$ cat src/rtl/pazen_mem_arbiter.sv
// Round-robin arbiter sharing the two controller ports (A, B) among N_REQ requesters.
// Grants up to two requests per cycle, registers the issue, and returns read data two cycles after the grant.
module pazen_mem_arbiter #(
  parameter int N_REQ = 4,
  parameter int AW    = 8,
  parameter int DW    = 16
) (
  input  logic                clk,
  input  logic                reset,
  input  logic [N_REQ-1:0]    req,
  input  logic [N_REQ-1:0]    we,
  input  logic [N_REQ*AW-1:0] addr,
  input  logic [N_REQ*DW-1:0] wdata,
  output logic [N_REQ-1:0]    gnt,
  output logic [N_REQ-1:0]    rvalid,
  output logic [N_REQ*DW-1:0] rdata,
  output logic [AW-1:0]       A_in,
  output logic [AW-1:0]       B_in,
  output logic [DW-1:0]       DIA,
  output logic [DW-1:0]       DIB,
  output logic                CSA,
  output logic                CSB,
  output logic                WEAN,
  output logic                WEBN,
  input  logic [DW-1:0]       DOA,
  input  logic [DW-1:0]       DOB
);
  localparam int IW = $clog2(N_REQ);

  logic [IW-1:0] rr_ptr, idx, a_idx, b_idx, last_idx;
  logic          a_hit, b_hit;
  logic          rd_a, rd_b;
  logic [IW-1:0] rd_a_idx, rd_b_idx;

  function automatic logic [AW-3:0] line_of(input logic [N_REQ*AW-1:0] v, input logic [IW-1:0] i);
    return v[32'(i)*AW + 2 +: AW-2];
  endfunction

  // A single scan from rr_ptr: first hit takes port A, the first later non-conflicting hit takes port B.
  always_comb begin
    a_hit = 1'b0;
    b_hit = 1'b0;
    a_idx = '0;
    b_idx = '0;
    idx   = '0;
    for (int unsigned k = 0; k < N_REQ; k++) begin
      idx = IW'((32'(rr_ptr) + k) % N_REQ);
      if (req[idx]) begin
        if (!a_hit) begin
          a_hit = 1'b1;
          a_idx = idx;
        end else if (!b_hit &&
                     !((line_of(addr, idx) == line_of(addr, a_idx)) && (we[idx] || we[a_idx]))) begin
          b_hit = 1'b1;
          b_idx = idx;
        end
      end
    end
    last_idx = b_hit ? b_idx : a_idx;
  end

  always_comb begin
    gnt = '0;
    if (!reset && a_hit) gnt[a_idx] = 1'b1;
    if (!reset && b_hit) gnt[b_idx] = 1'b1;
  end

  always_ff @(posedge clk) begin
    if (reset) begin
      rr_ptr   <= '0;
      CSA      <= 1'b0;
      CSB      <= 1'b0;
      WEAN     <= 1'b1;
      WEBN     <= 1'b1;
      A_in     <= '0;
      B_in     <= '0;
      DIA      <= '0;
      DIB      <= '0;
      rd_a     <= 1'b0;
      rd_b     <= 1'b0;
      rd_a_idx <= '0;
      rd_b_idx <= '0;
      rvalid   <= '0;
      rdata    <= '0;
    end else begin
      if (a_hit) rr_ptr <= IW'((32'(last_idx) + 1) % N_REQ);

      CSA  <= a_hit;
      WEAN <= ~(a_hit & we[a_idx]);
      if (a_hit) begin
        A_in <= addr[32'(a_idx)*AW +: AW];
        DIA  <= wdata[32'(a_idx)*DW +: DW];
      end
      CSB  <= b_hit;
      WEBN <= ~(b_hit & we[b_idx]);
      if (b_hit) begin
        B_in <= addr[32'(b_idx)*AW +: AW];
        DIB  <= wdata[32'(b_idx)*DW +: DW];
      end

      rd_a     <= a_hit & ~we[a_idx];
      rd_b     <= b_hit & ~we[b_idx];
      rd_a_idx <= a_idx;
      rd_b_idx <= b_idx;

      // Controller data is valid during the issue cycle; capture it at the end of that cycle.
      rvalid <= '0;
      if (rd_a) begin
        rvalid[rd_a_idx]                <= 1'b1;
        rdata[32'(rd_a_idx)*DW +: DW]   <= DOA;
      end
      if (rd_b) begin
        rvalid[rd_b_idx]                <= 1'b1;
        rdata[32'(rd_b_idx)*DW +: DW]   <= DOB;
      end
    end
  end
endmodule

$ cat config.mk
export PLATFORM = sky130hd
export DESIGN_NAME = pazen_mem_arbiter
export DESIGN_NICKNAME = d
export VERILOG_FILES = /design/src/rtl/pazen_mem_arbiter.sv
export SDC_FILE = /design/constraint.sdc
export NUM_CORES = 1
export LEC_CHECK = 0
export CORE_MARGIN = 2
export CORE_UTILIZATION = 51
export DETAILED_ROUTE_END_ITERATION = 6
export PLACE_DENSITY = 0.93
export SYNTH_ARGS = -nofsm -noshare
export SYNTH_HDL_FRONTEND = slang
export SYNTH_SLANG_ARGS = --single-unit
$ cat constraint.sdc
create_clock -name clk -period 7.1 [get_ports clk]
set_input_delay 0.71 -clock clk [delete_from_list [all_inputs] [get_ports clk]]
set_output_delay 0.71 -clock clk [all_outputs]
set_load 0.03 [all_outputs]
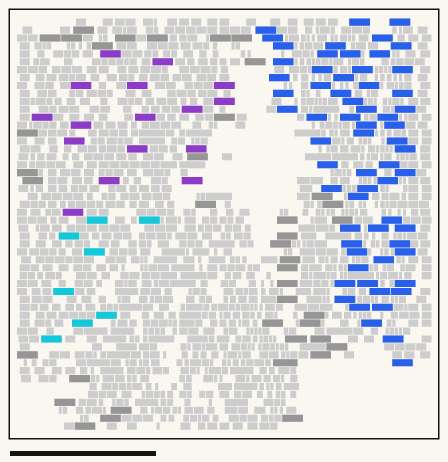
Fig. 1. Sequential cells grouped by signal name (run 1).
Scale bar: 50 um.
- blue: rdata (sequential cells 64)
- purple: DIB (sequential cells 16)
- cyan: B_in (sequential cells 8)
- not colored: 40

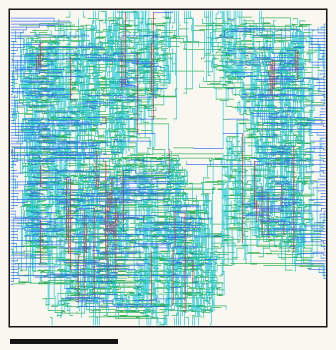
Fig. 2. Metal layers overlaid (run 1).
Scale bar: 50 um.
- red: met4 (wire length 1050 um)
- blue: met3 (wire length 5600 um)
- green: met1 (wire length 14400 um)
- cyan: met2 (wire length 17600 um)

==> flow_summary.rst, run 1 <==
Run summary
-----------

.. list-table::
   :header-rows: 1

   * - Metric
     - Value
   * - Slew Limit Fails
     - 0
   * - Worst setup path startpoint
     - req[1]
   * - Wire per inst
     - 22.28 um
   * - Total setup buffers inserted after CTS
     - 0
   * - Total Die Area
     - 21600 sq um
   * - Antenna violations before repair
     - 0
   * - Sinks on Clock Net
     - 128
   * - Met1 layer wirelength in the final routing
     - 14420 um
   * - Critical Path End Type
     - primary output
   * - Share of final layout cell area taken by clock buffers and inverters
     - 4.336%
   * - Count of hold buffers inserted by post-cts repair
     - 0
   * - Floorplan Core Area
     - 20170 sq um
   * - Remaining routing DRC violations
     - 0
   * - Total number of nets in the final design
     - 1605
   * - All-layer global routing usage
     - 34.30%
   * - Total number of yosys warnings
     - 0
   * - OpenROAD warning count
     - 38
   * - Fp_density
     - 51.69%
   * - Number of endpoints with negative hold slack in the final report
     - 0
   * - Maximum clock insertion buffer count
     - 2
   * - R2R Path End
     - DIB[3]
   * - Run status
     - complete, no violations
   * - Source-to-sink clock delay at the later pin of the worst-skew pair
     - 0.42 ns
   * - Num CTS Buffers
     - 17
   * - Count of multi-input combinational gates
     - 997
   * - Fa+ha+maj area frac
     - 1.896%
   * - Max-slew headroom at the worst pin
     - 23.61%
   * - Non-clock inverter count in the final layout
     - 18
   * - Depth of the worst register-to-register path
     - 15
   * - Area added between synthesis and finish
     - 30.65%
   * - Root buffer selected by CTS
     - clkbuf_16
   * - Power per cell area
     - 433.7 nW/um^2
   * - Post-Synthesis Mean Instance Area
     - 8.032 sq um
   * - Fraction of power consumed by combinational cells
     - 67.3%
   * - Top logic family
     - AND-OR/OR-AND gates
   * - Count of flip-flops with a built-in enable after synthesis
     - 0
   * - Via/cell ratio
     - 7.002
   * - Distinct cell type count of the synthesized netlist
     - 73
   * - Peak ir drop on the vdd network
     - 268.1 uV
   * - X dimension of the die
     - 147.0 um
   * - Seq cells
     - 128
   * - Port bufs
     - 261
   * - End of the critical path
     - gnt[0]
   * - Fraction of standard cell area that is sequential
     - 18.85%
   * - Slew at the pin with the worst max-slew slack
     - 1.145 ns
   * - Total of plain and repair buffers excluding clock buffers
     - 290
   * - Netlist area before placement
     - 10420 sq um
   * - Cell area reported after detailed placement
     - 13030 sq um
   * - Total length of routed met3 wires
     - 5598 um
   * - Crit path DRT
     - 6.39 ns
   * - Last weighted congestion value of the routability-driven placer
     - 0.9896
   * - Mux share of post-synthesis cell area
     - 14.05%
   * - Busiest metal layer after global routing
     - met2
   * - Number of maximum-capacitance constraint violations
     - 0
   * - Post-route ant nets
     - 0
   * - Highest-count cells in the layout ignoring fill and taps
     - 258 x clkdlybuf4s50_1, 169 x nor2_1, 126 x dfxtp_1
   * - Well Taps
     - 270
   * - WHS Path Cells
     - 2
   * - Maximum level of the CTS H-tree
     - 4
   * - Fraction of power consumed by sequential logic
     - 17.9%
   * - Final worst clock skew
     - 0.01676 ns
   * - Diode insertion count for antenna repair
     - 0
   * - Sum of negative setup slack
     - 0 ns
   * - Number of synthesized register bits
     - 128
   * - Met3 GRT Util
     - 10.62%
   * - Proportion of total power due to net switching
     - 50.30%
   * - Clock network fraction of design power
     - 14.9%
   * - Final Critical Period
     - 6.620 ns
   * - Max frequency
     - 151.1 MHz
   * - Launch instance of the worst register-to-register path
     - rr_ptr[0]
   * - Highest metal layer with signal wires
     - met4
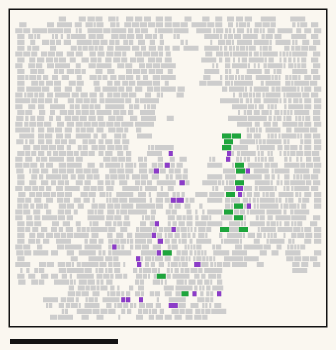
Fig. 3. Gate-type map (run 1).
Scale bar: 50 um.
- purple: AND and OR gates (cells 27)
- green: adder and majority cells (cells 16; most used ha_1)

-- run 1: critical path: stages --
cell	delay, ns
clkdlybuf4s50_1	0.66
mux2i_1	0.30
o21ai_0	0.19
ha_1	0.31
a211o_1	0.29
a31oi_1	0.75
o221ai_1	0.29
a21oi_1	0.19
o2111ai_1	0.20
o21ai_2	0.40
o211ai_1	0.21
and2_1	0.27
o32ai_1	0.39
clkdlybuf4s50_1	0.74
-- run 1: power groups by stage --
| stage | registers [uW] | clock network [uW] | logic, uW |
|---|---|---|---|
| floorplan | 1250 | 0 | 2640 |
| global placement | 1060 | 0 | 3780 |
| detailed placement | 1070 | 0 | 3860 |
| CTS | 1050 | 883 | 3880 |
| global route | 1080 | 927 | 4220 |
| finish | 1060 | 879 | 3970 |
-- run 1: per-stage QoR --
step	instances	util, %	worst slack, ns
after CTS	1735	67.53	0.6048
after global routing	1735	67.53	0.2592
after detailed placement	1703	64.60	0.6631
after floorplan	1298	-	1.229
final	1735	67.53	0.4801
after global placement	1703	64.60	0.8040
-- run 1: sequential cells by signal, summed over array words and instances (netlist names), 2 cells and up --
signal,flops
rdata,64
DIA,16
DIB,16
A_in,8
B_in,8
rvalid,4
rd_a_idx,2
rd_b_idx,2
rr_ptr,2
-- run 1: synthesized netlist by cell type, types with 16 or more instances --
master	instances	share of area [%]
a31oi_1	26	1.6
nor2b_1	33	2.0
o221ai_1	98	8.2
a221o_1	47	4.5
inv_1	16	0.58
buf_2	24	1.2
a211oi_1	59	4.2
nor2_1	171	6.2
o21ai_0	21	1.0
clkbuf_1	113	4.1
mux2i_1	100	9.6
nand2_1	45	1.6
a21oi_1	106	5.1
o21bai_1	24	1.7
a22oi_1	68	4.9
dfxtp_1	128	25
Fig. 4: run 1, zoomed window
Scale bar: 5 um. Region (63, 93) to (83, 113) um. Cells in gray, sequential cells in the stronger gray; small squares are vias.
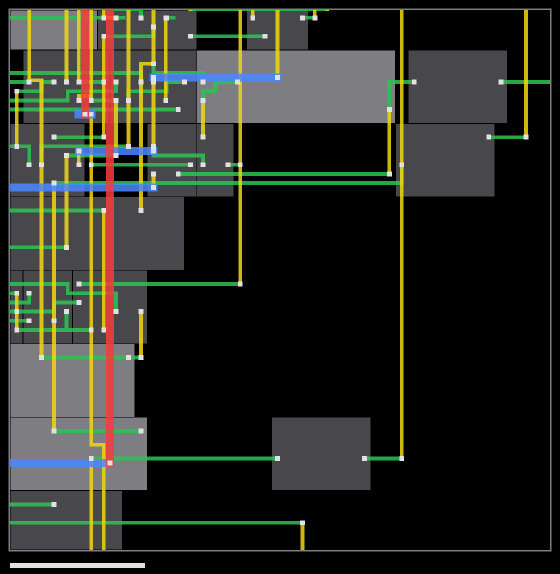

## Run 2: what changed since run 1
- GPL_ROUTABILITY_DRIVEN: unset -> 0
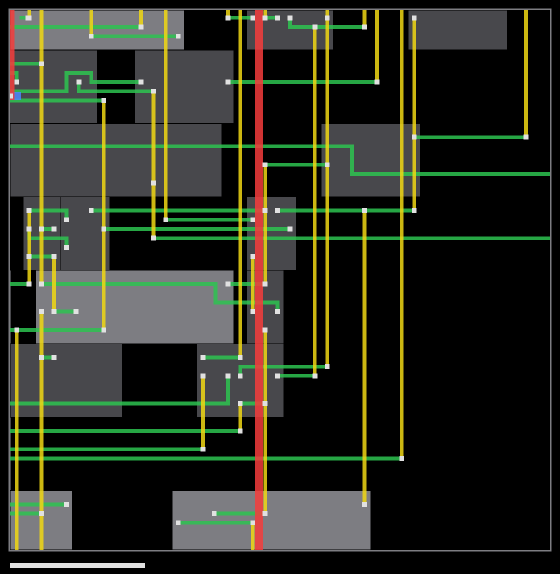
Fig. 5. Zoomed window (run 2).
Scale bar: 5 um. Region (63, 93) to (83, 113) um. Cells in gray, sequential cells in the stronger gray; small squares are vias.
- red: met4
- green: met1
- blue: met3
- yellow: met2
- most frequent: dfxtp_1 (3), clkdlybuf4s50_1 (3)
- cells with their middle in the window: 14
- netlist names of flops here include: DIA (2), DIB (1)
- sequential cells in the window: 3

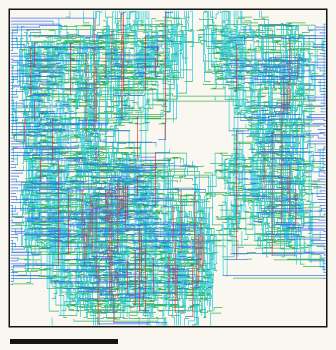
Fig. 6. Metal layers overlaid (run 2).
Scale bar: 50 um.
- red: met4 (wire length 1730 um)
- blue: met3 (wire length 5500 um)
- cyan: met2 (wire length 17300 um)
- green: met1 (wire length 14400 um)

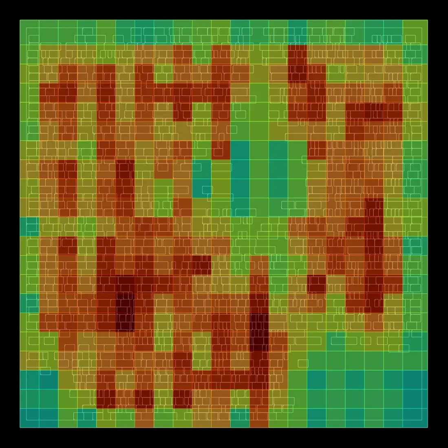
Fig. 7. Congestion heat map (run 2).
final cell utilization of the core: 67.42%
met2 global-route usage: 54.41%
met3 GRT Util: 10.28%
all-layer global routing usage: 34.41%

==> run 2 against run 1 <==
Count of clock-buffer cells in the layout unchanged; power about the same; setup slack got worse by 0.11 ns; final cell count decreased by 0.17%; routed wire length increased by 0.64%; register-to-register slack improved by 0.50 ns; global-route usage increased by 0.11 points; sequential power decreased by 4%; die area unchanged; highest routed layer unchanged.
==> flow_summary.rst, run 2 <==
Run summary
-----------

.. list-table::
   :header-rows: 1

   * - Metric
     - Value
   * - R2R Path End
     - B_in[1]
   * - Run status
     - complete, no violations
   * - Number of maximum-capacitance constraint violations
     - 0 (unchanged)
   * - Root buffer selected by CTS
     - clkbuf_16
   * - Kind of critical path
     - in -> out
   * - Top Registers
     - rdata: 64 flops, DIA: 16 flops, DIB: 16 flops
   * - Vias in the first global route
     - 11340
   * - Number of endpoints with negative hold slack in the final report
     - 0 (unchanged)
   * - Proportion of total power due to net switching
     - 50.43% (+0.13 points)
   * - Min-delay src
     - DIA[2]
   * - Max power group
     - combinational logic
   * - Power Combinational
     - 4010 uW (+1%)
   * - Number of synthesized register bits
     - 128 (unchanged)
   * - TritonCTS clock tree
     - done
   * - Remaining routing DRC violations
     - 0 (unchanged)
   * - Slew Limit Fails
     - 0 (unchanged)
   * - Highest-count cells in the layout ignoring fill and taps
     - 258 x clkdlybuf4s50_1, 169 x nor2_1, 126 x dfxtp_1
   * - Most area-hungry cell type in the Yosys netlist
     - dfxtp_1
   * - Cell area reported after detailed placement
     - 13010 sq um (-0.17%)
   * - Total setup buffers inserted after CTS
     - 0 (unchanged)
   * - Vias after detailed routing
     - 12240
   * - Ys flop type
     - dfxtp_1
   * - Sinks on Clock Net
     - 128 (unchanged)
   * - Final Critical Period
     - 6.731 ns (+0.1110 ns)
   * - Max frequency
     - 148.6 MHz (-1.6%)
   * - Number of cells upsized or downsized after cts
     - 0
   * - Critical Path End Type
     - primary output
   * - Most numerous cell types in the synthesized netlist
     - 171 x nor2_1, 128 x dfxtp_1, 113 x clkbuf_1
   * - OpenROAD warning count
     - 40 (+5.3%)
   * - Depth of the worst register-to-register path
     - 14 (-1)
   * - Post-synth net total
     - 1451
   * - Total power
     - 5910 uW
   * - Worst slack at placement
     - 0.3619 ns (-0.3012 ns)
   * - Sequential power
     - 1020 uW (-4%)
   * - Worst setup path startpoint
     - req[1]
   * - Number of rows in the core area
     - 52
   * - Count of flip-flops with a built-in enable after synthesis
     - 0 (unchanged)
   * - Total number of yosys warnings
     - 0 (unchanged)
   * - Source-to-sink clock delay at the later pin of the worst-skew pair
     - 0.43 ns (about the same)
   * - Detailed Route Iter0 Violations
     - 1597
   * - Netlist area before placement
     - 10420 sq um (unchanged)
   * - Internal power
     - 2930 uW
   * - Area added between synthesis and finish
     - 30.44%
   * - Final worst clock skew
     - 0.01802 ns (+0.001257 ns)
   * - Wire per inst
     - 22.46 um (+0.82%)
   * - Launch instance of the worst register-to-register path
     - rr_ptr[1]
   * - Clock network fraction of design power
     - 14.9% (about the same)
   * - Diode insertion count for antenna repair
     - 0 (unchanged)
   * - Commonest Layout Cell
     - clkdlybuf4s50_1
   * - End of the critical path
     - gnt[0]
   * - Antenna violations before repair
     - 0 (unchanged)
   * - Total number of nets in the final design
     - 1602 (-0.19%)
   * - Highest fanout seen on the critical path
     - 17
   * - Final period util
     - 94.80%
   * - Die height
     - 147.0 um
   * - Static Leak
     - 0.004842 uW
   * - Max-slew headroom at the worst pin
     - 23.63% (about the same)
   * - Count leader, synth
     - nor2_1
   * - Sum of negative setup slack
     - 0 ns (unchanged)
   * - Maximum clock insertion buffer count
     - 2 (unchanged)
   * - Sequential area share after synthesis
     - 24.58%
   * - Total Die Area
     - 21600 sq um (unchanged)
   * - Crit path DRT
     - 6.39 ns (about the same)
   * - Power per cell area
     - 434.6 nW/um^2 (+0.21%)
   * - HPWL after detailed placement
     - 25220 um
   * - Fraction of power consumed by combinational cells
     - 67.8% (+0.5 points)
   * - Total of endpoints with negative setup slack in the final report
     - 0
   * - Post-route ant nets
     - 0 (unchanged)
   * - Floorplan Core Area
     - 20170 sq um (unchanged)
   * - Fp_density
     - 51.69% (unchanged)
   * - Final critical-path setup slack
     - 0.3691 ns (-0.1110 ns)
   * - Global-route wire length before repair
     - 60920 um
   * - Post-Synthesis Mean Instance Area
     - 8.032 sq um (unchanged)
   * - Main area contributors
     - dfxtp_1 25%, mux2i_1 9.6%, o221ai_1 8.2%, nor2_1 6.2%, a21oi_1 5.1%
   * - Fraction of power consumed by sequential logic
     - 17.3% (-0.6 points)
   * - Peak ir drop on the vdd network
     - 301.7 uV (+13%)
   * - Crit path arrival time
     - 6.02 ns
   * - Count of hold buffers inserted by post-cts repair
     - 0 (unchanged)
   * - Post-synth top area share
     - 24.58% (unchanged)
   * - WHS Path Cells
     - 2 (unchanged)
   * - Port bufs
     - 261 (unchanged)
   * - Maximum level of the CTS H-tree
     - 4 (unchanged)
   * - Distinct cell type count of the synthesized netlist
     - 73 (unchanged)
   * - Max reg flops
     - 64 (unchanged)
   * - X dimension of the die
     - 147.0 um (unchanged)
   * - Power drawn by the clock network
     - 882 uW (about the same)
   * - Slew at the pin with the worst max-slew slack
     - 1.145 ns (-0.0002313 ns)
   * - Via/cell ratio
     - 7.065 (+0.90%)
   * - Num CTS Buffers
     - 17 (unchanged)
   * - Biggest register
     - rdata
[run 2: cell counts after synthesis]
Identical to the previous run, type by type.
[run 2: through the flow]
stage          utilization (%)  cells  hold WS, ns
6_report                 67.42   1732       0.4935
5_1_grt                  67.42   1732       0.5339
4_1_cts                  67.41   1732       0.4997
3_5_place_dp             64.49   1700       0.4823
3_3_place_gp             64.49   1700       0.4703
2_1_floorplan                -   1298       0.4940
[run 2: final cells by class]
type | count | area [sq um] | area share [%]
multi-input cells | 997 | 7237 | 53.22
repair buffers | 287 | 2800 | 20.59
flip-flops and latches | 128 | 2567 | 18.88
clock buffers | 17 | 425.4 | 3.128
well taps | 270 | 337.8 | 2.484
clock inverters | 15 | 162.7 | 1.196
inverters | 18 | 67.56 | 0.4969
[run 2: cells by family (layout without fill, tap and decap cells)]
logic type                 count (synthesis)  count (layout)  share of synthesized area [%]
AOI/OAI and AO/OA                        516             516                          36.76
DFF                                      128             128                          24.58
adders and majority gates                 16              16                          1.896
xor gates and xnor gates                  10              10                         0.8402
muxes                                    126             126                          14.05
buffers and inverters                    173             337                          6.949
and+or+nand+nor                          329             329                          14.92
[run 2: worst max-delay path, stage by stage]
cell and delay, ns:
clkdlybuf4s50_1 0.79, mux2i_1 0.19, o21ai_0 0.35, ha_2 0.45, inv_1 0.14, o21ai_1 0.19, a31oi_1 0.32, or4_1 0.63
nand4b_1 0.12, o2111ai_1 0.17, o21ai_2 0.37, o211ai_1 0.19, and2_1 0.27, o32ai_1 0.38, clkdlybuf4s50_1 0.74
[run 2: layer usage]
metal / track usage [%] / part of all wire (%)
met2: 54.41 / 44
met5: 0 / 0
met1: 43.55 / 37
met3: 10.28 / 14
met4: 15.38 / 4.4
Power figures rest on the tool's default switching activity, not on a simulated workload.
